--- src/rtl/mult_seq_if.sv ---
// Operand/result bundle between a mult_seq client and the multiplier.
// Result side maps onto the LED stage's i_product/i_sign/i_stop.
interface mult_seq_if #(
  parameter int DW = 8
);
  logic                i_start;
  logic [DW-1:0]       i_multiplicand;
  logic [DW-1:0]       i_multiplier;
  logic [2*DW-1:0]     o_product;
  logic                o_sign;
  logic                o_stop;
  logic                o_busy;

  modport master (
    output i_start, i_multiplicand, i_multiplier,
    input  o_product, o_sign, o_stop, o_busy
  );

  modport slave (
    input  i_start, i_multiplicand, i_multiplier,
    output o_product, o_sign, o_stop, o_busy
  );
endinterface

--- src/rtl/mult_seq.sv ---
// Sequential shift-add signed multiplier: sign-magnitude operands,
// DW add/shift iterations, result held as magnitude + sign until the next start.
module mult_seq #(
  parameter int DW = 8
) (
  input  logic      clk,
  input  logic      rst,
  mult_seq_if.slave bus
);

  localparam int PW = 2 * DW;
  localparam int CW = $clog2(DW + 1);

  typedef enum logic [1:0] {IDLE, LOAD, MULT, DONE} state_t;

  state_t            state;
  logic [PW-1:0]     mcand_sh;
  logic [DW-1:0]     mplier_sh;
  logic [PW-1:0]     acc;
  logic [CW-1:0]     cnt;
  logic              sign_r;
  logic [PW-1:0]     product_r;
  logic              sign_out_r;
  logic              stop_r;

  logic signed [DW-1:0] op_a;
  logic signed [DW-1:0] op_b;
  logic [DW-1:0]        mag_a;
  logic [DW-1:0]        mag_b;
  logic                 sign_in;

  // The most negative operand maps to 2^(DW-1), which still fits unsigned DW.
  function automatic logic [DW-1:0] magnitude(input logic signed [DW-1:0] v);
    logic [DW-1:0] u;
    u = $unsigned(v);
    return v[DW-1] ? (~u + 1'b1) : u;
  endfunction

  always_comb begin
    op_a    = $signed(bus.i_multiplicand);
    op_b    = $signed(bus.i_multiplier);
    mag_a   = magnitude(op_a);
    mag_b   = magnitude(op_b);
    sign_in = op_a[DW-1] ^ op_b[DW-1];
  end

  // Operands are captured on the edge that enters LOAD; DONE presents the
  // result in its first cycle and only then accepts a new start, so a held
  // start still yields a one-cycle o_stop pulse per result.
  always_ff @(posedge clk or posedge rst) begin
    if (rst) begin
      state      <= IDLE;
      mcand_sh   <= '0;
      mplier_sh  <= '0;
      acc        <= '0;
      cnt        <= '0;
      sign_r     <= 1'b0;
      product_r  <= '0;
      sign_out_r <= 1'b0;
      stop_r     <= 1'b0;
    end else begin
      case (state)
        IDLE: begin
          if (bus.i_start) begin
            mcand_sh  <= {{DW{1'b0}}, mag_a};
            mplier_sh <= mag_b;
            sign_r    <= sign_in;
            state     <= LOAD;
          end
        end
        LOAD: begin
          acc   <= '0;
          cnt   <= '0;
          state <= MULT;
        end
        MULT: begin
          if (mplier_sh[0])
            acc <= acc + mcand_sh;
          mcand_sh  <= mcand_sh << 1;
          mplier_sh <= mplier_sh >> 1;
          cnt       <= cnt + 1'b1;
          if (cnt == CW'(DW - 1))
            state <= DONE;
        end
        DONE: begin
          if (!stop_r) begin
            product_r  <= acc;
            sign_out_r <= sign_r & (|acc);
            stop_r     <= 1'b1;
          end else if (bus.i_start) begin
            mcand_sh  <= {{DW{1'b0}}, mag_a};
            mplier_sh <= mag_b;
            sign_r    <= sign_in;
            stop_r    <= 1'b0;
            state     <= LOAD;
          end
        end
        default: state <= IDLE;
      endcase
    end
  end

  assign bus.o_product = product_r;
  assign bus.o_sign    = sign_out_r;
  assign bus.o_stop    = stop_r;
  assign bus.o_busy    = (state == LOAD) || (state == MULT);

endmodule

--- src/flat_wrapper.sv ---
// flat-port wrapper written by rule: the top's interface ports become plain ports
module mult_seq_flat 
#(
  parameter int DW = 8
)
  (clk, rst, bus_i_start, bus_i_multiplicand, bus_i_multiplier, bus_o_product, bus_o_sign, bus_o_stop, bus_o_busy);
  mult_seq_if #(.DW(DW)) bus_i ();
  input  logic clk;
  input  logic rst;
  input wire logic [$bits(bus_i.i_start)-1:0] bus_i_start;
  input wire logic [$bits(bus_i.i_multiplicand)-1:0] bus_i_multiplicand;
  input wire logic [$bits(bus_i.i_multiplier)-1:0] bus_i_multiplier;
  output wire logic [$bits(bus_i.o_product)-1:0] bus_o_product;
  output wire logic [$bits(bus_i.o_sign)-1:0] bus_o_sign;
  output wire logic [$bits(bus_i.o_stop)-1:0] bus_o_stop;
  output wire logic [$bits(bus_i.o_busy)-1:0] bus_o_busy;
  assign bus_i.i_start = bus_i_start;
  assign bus_i.i_multiplicand = bus_i_multiplicand;
  assign bus_i.i_multiplier = bus_i_multiplier;
  assign bus_o_product = bus_i.o_product;
  assign bus_o_sign = bus_i.o_sign;
  assign bus_o_stop = bus_i.o_stop;
  assign bus_o_busy = bus_i.o_busy;
  mult_seq #(.DW(DW)) u_core (.clk(clk), .rst(rst), .bus(bus_i));
endmodule
--- config.mk ---
export PLATFORM = sky130hd
export DESIGN_NAME = mult_seq_flat
export DESIGN_NICKNAME = d
export VERILOG_FILES = /design/src/rtl/mult_seq_if.sv /design/src/rtl/mult_seq.sv /design/src/flat_wrapper.sv
export SDC_FILE = /design/constraint.sdc
export NUM_CORES = 1
export LEC_CHECK = 0
export CAP_MARGIN = 0
export CORE_MARGIN = 4
export CORE_UTILIZATION = 50
export DETAILED_ROUTE_END_ITERATION = 6
export GPL_ROUTABILITY_DRIVEN = 1
export GPL_TIMING_DRIVEN = 0
export HOLD_SLACK_MARGIN = 0.08
export PLACE_DENSITY = 0.74
export SLEW_MARGIN = 20
export SYNTH_ARGS = -nofsm -noshare
export SYNTH_HDL_FRONTEND = slang
export SYNTH_SLANG_ARGS = --single-unit
--- constraint.sdc ---
create_clock -name clk -period 6.4 [get_ports clk]
set_input_delay 1.28 -clock clk [delete_from_list [all_inputs] [get_ports clk]]
set_output_delay 1.28 -clock clk [all_outputs]
set_load 0.005 [all_outputs]
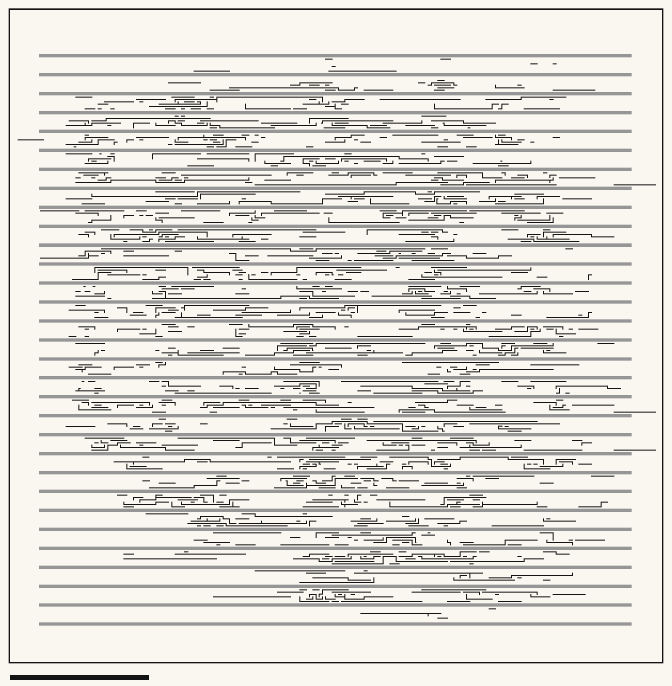
**Above:** met1 routing.
Bar = 20 um. Supply wires on this layer in grey.
- longest straight run: 27.1 um
- wire length on this layer: 3620 um
- share of all routed wire: 48%
- main direction: horizontal
- nets with wire on the layer: 452

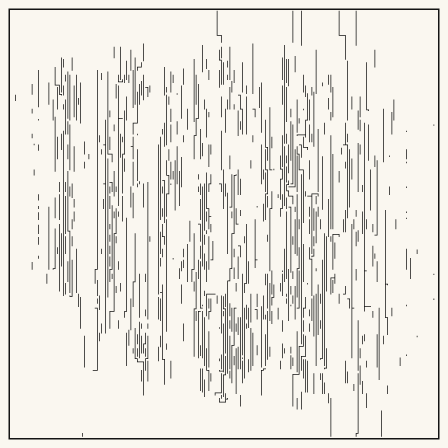
**Above:** M2 wires.
- nets with wire on the layer: 395
- main direction: vertical
- share of all routed wire: 45%
- longest straight run: 46.6 um
- wire length on this layer: 3390 um

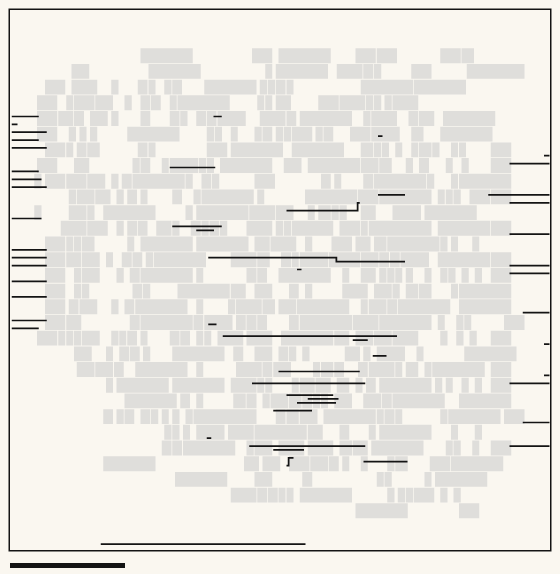
**Above:** signal wires on met3.
Bar = 20 um. Cells faint in the background.
- longest straight run: 35.2 um
- main direction: horizontal
- share of all routed wire: 5.1%

==> out/results.ini <==
[power]
seqPwrFrac_pct = 36.9
share_clk_of_total_power_pct = 22.3
max-vdd-ir-drop_v = 0.000128
power.switching_fraction_pct = 38.6
power.density_cell_area_nw_per_um2 = 379
power_leader = combinational logic
power.share.combinational_pct = 40.8
leakage_nw = 2.02
seq-power_w = 0.000612

[finish]
number_of_flip_flops_and_latches = 65
fin_util_pct = 62.9
areaGrowthSynthToFinish_pct = 19.2
area_used_by_sequential_logic_in_the_layout_um2 = 1630
area_dominant_class = combinational gates
layout_top_cell = sky130_fd_sc_hd__nand2_1
combAreaFraction_pct = 43.6
buffers = 55
layout.clock.cell_area_share_pct = 4.67
layout_top_cells = sky130_fd_sc_hd__nand2_1, sky130_fd_sc_hd__dfrtp_1, sky130_fd_sc_hd__clkdlybuf4s50_1
n_antenna_cell = 0
layout.clock_buffers = 13
layout.buffer.nonclock.area_share_pct = 10.3
nNonClkInverters = 16

[placement]
dpl_ws_ns = 3.35
port_buffers = 35
hpwlAfterDp_um = 5800

[logic_synthesis]
ys_seq_share_pct = 44.4
yosysChipArea_um2 = 3660
yosys-top-cells-area = sky130_fd_sc_hd__dfrtp_1, sky130_fd_sc_hd__nand2_1, sky130_fd_sc_hd__ha_1, sky130_fd_sc_hd__o21ai_1, sky130_fd_sc_hd__xor2_1
top_cell = sky130_fd_sc_hd__nand2_1
number_of_distinct_standard_cells_referenced_by_the_synthesized_netlist = 48
synthTopCellsByCount = sky130_fd_sc_hd__nand2_1, sky130_fd_sc_hd__dfrtp_1, sky130_fd_sc_hd__o21ai_1
postSynthCellCount = 422
share_of_the_synthesized_area_in_the_top_cell_type_pct = 44.4
number_of_synthesized_flops_with_an_enable_pin = 0
synth.cellmix.xorXnorShare_pct = 5.50
ys_sh_simple_pct = 19.0
ys_cells = 422
synth.cellmix.adderShare_pct = 8.06
syn-num-nets = 464
synth_compound_gate_area_share_pct = 17.8

[worst_hold_path]
min_from = u_core.bus.o_sign$_DFFE_PP0P_
min_to = u_core.bus.o_sign$_DFFE_PP0P_
hold_path_depth = 2

[global_route]
grt_start_max_net_pins = 60
globalRouteTotalUtil_pct = 18.7
grt_pass1_wl_um = 13000

[sta]
worst_hold_slack_ns = 0.469
worst_slack_ns = 3.16
fin_crit_ns = 3.24
timing.final.setup_violations = 0
worst_pin_slew_ns = 0.620
timing_max_transition_violations_final = 0
final_hold_viol_count = 0
layout_worst_path_cycle_share_pct = 50.7
setup_repair_after_global_routing_missed_its_margin = false
fin_worst_skew_ns = 0.00825

[outcome]
run_status = finished clean

[clock_tree]
postCtsSetupBuffers = 0
clk_root_buffer_cell = sky130_fd_sc_hd__clkbuf_8
clk_pin_slew_worst_paths_ns = 0.07
postCtsHoldBufs = 0

[setup_path]
critPathKind = reg -> out
worstReg2RegEnd = u_core.acc[15]$_DFFE_PP0P_
worst-endpoint-arrival_ns = 1.96
worst_setup_path_end_kind = output port
r2r_cells = 8
required_ns = 5.12
setup_slack_of_the_most_critical_reg_to_reg_path_ns = 3.99
crit_path_max_fanout = 8
setup.worst_path.start_class = flop
rr_startpoint = u_core.acc[8]$_DFFE_PP0P_

[routing]
postRouteAntennaNets = 0
drt_iter0_drc = 169
vias_per_cell = 5.29
totalWireLength_um = 7530

[floorplanning]
taps = 96
core_utilization_at_floorplan_pct = 52.8
die.size.y_um = 93.6
floorplan.rows = 30

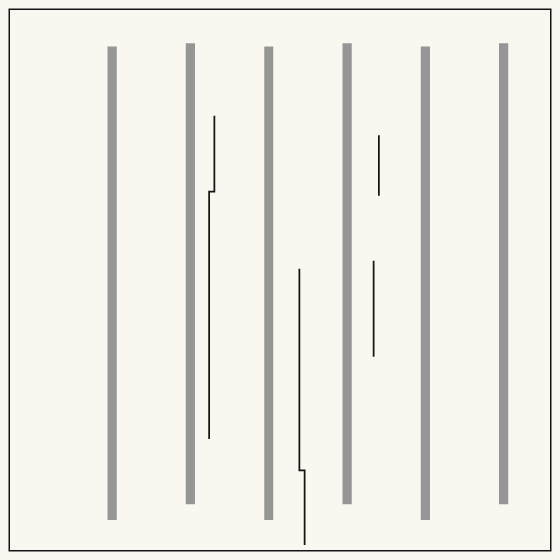
**Above:** metal 4.
Supply wires on this layer in grey.
- main direction: vertical
- nets with wire on the layer: 2
- longest straight run: 42.7 um

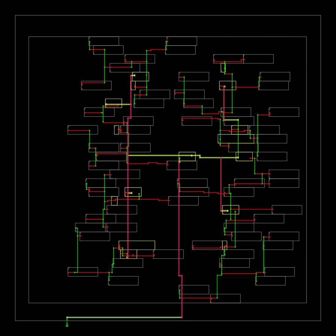
**Above:** the clock network.
power attributed to the clock group: 0.000369 W
number of buffers created by CTS: 9

per-layer routing:
| metal | global-route usage (%) | up-vias | share of wire (%) |
|---|---|---|---|
| met4 | 8.18 | 0 | 1.7 |
| met1 | 25.4 | 1400 | 48 |
| met3 | 2.74 | 11 | 5.1 |
| met5 | 0 | - | 0 |
| li1 | - | 1536 | - |
| met2 | 29.8 | 71 | 45 |
worst max-delay path: stages (launching register included):
cell and delay (ns):
sky130_fd_sc_hd__dfrtp_1 0.42, sky130_fd_sc_hd__inv_1 0.06, sky130_fd_sc_hd__ha_1 0.27, sky130_fd_sc_hd__clkbuf_1 0.27
sky130_fd_sc_hd__inv_1 0.14, sky130_fd_sc_hd__clkdlybuf4s50_1 0.47
Power figures rest on the tool's default switching activity, not on a simulated workload.
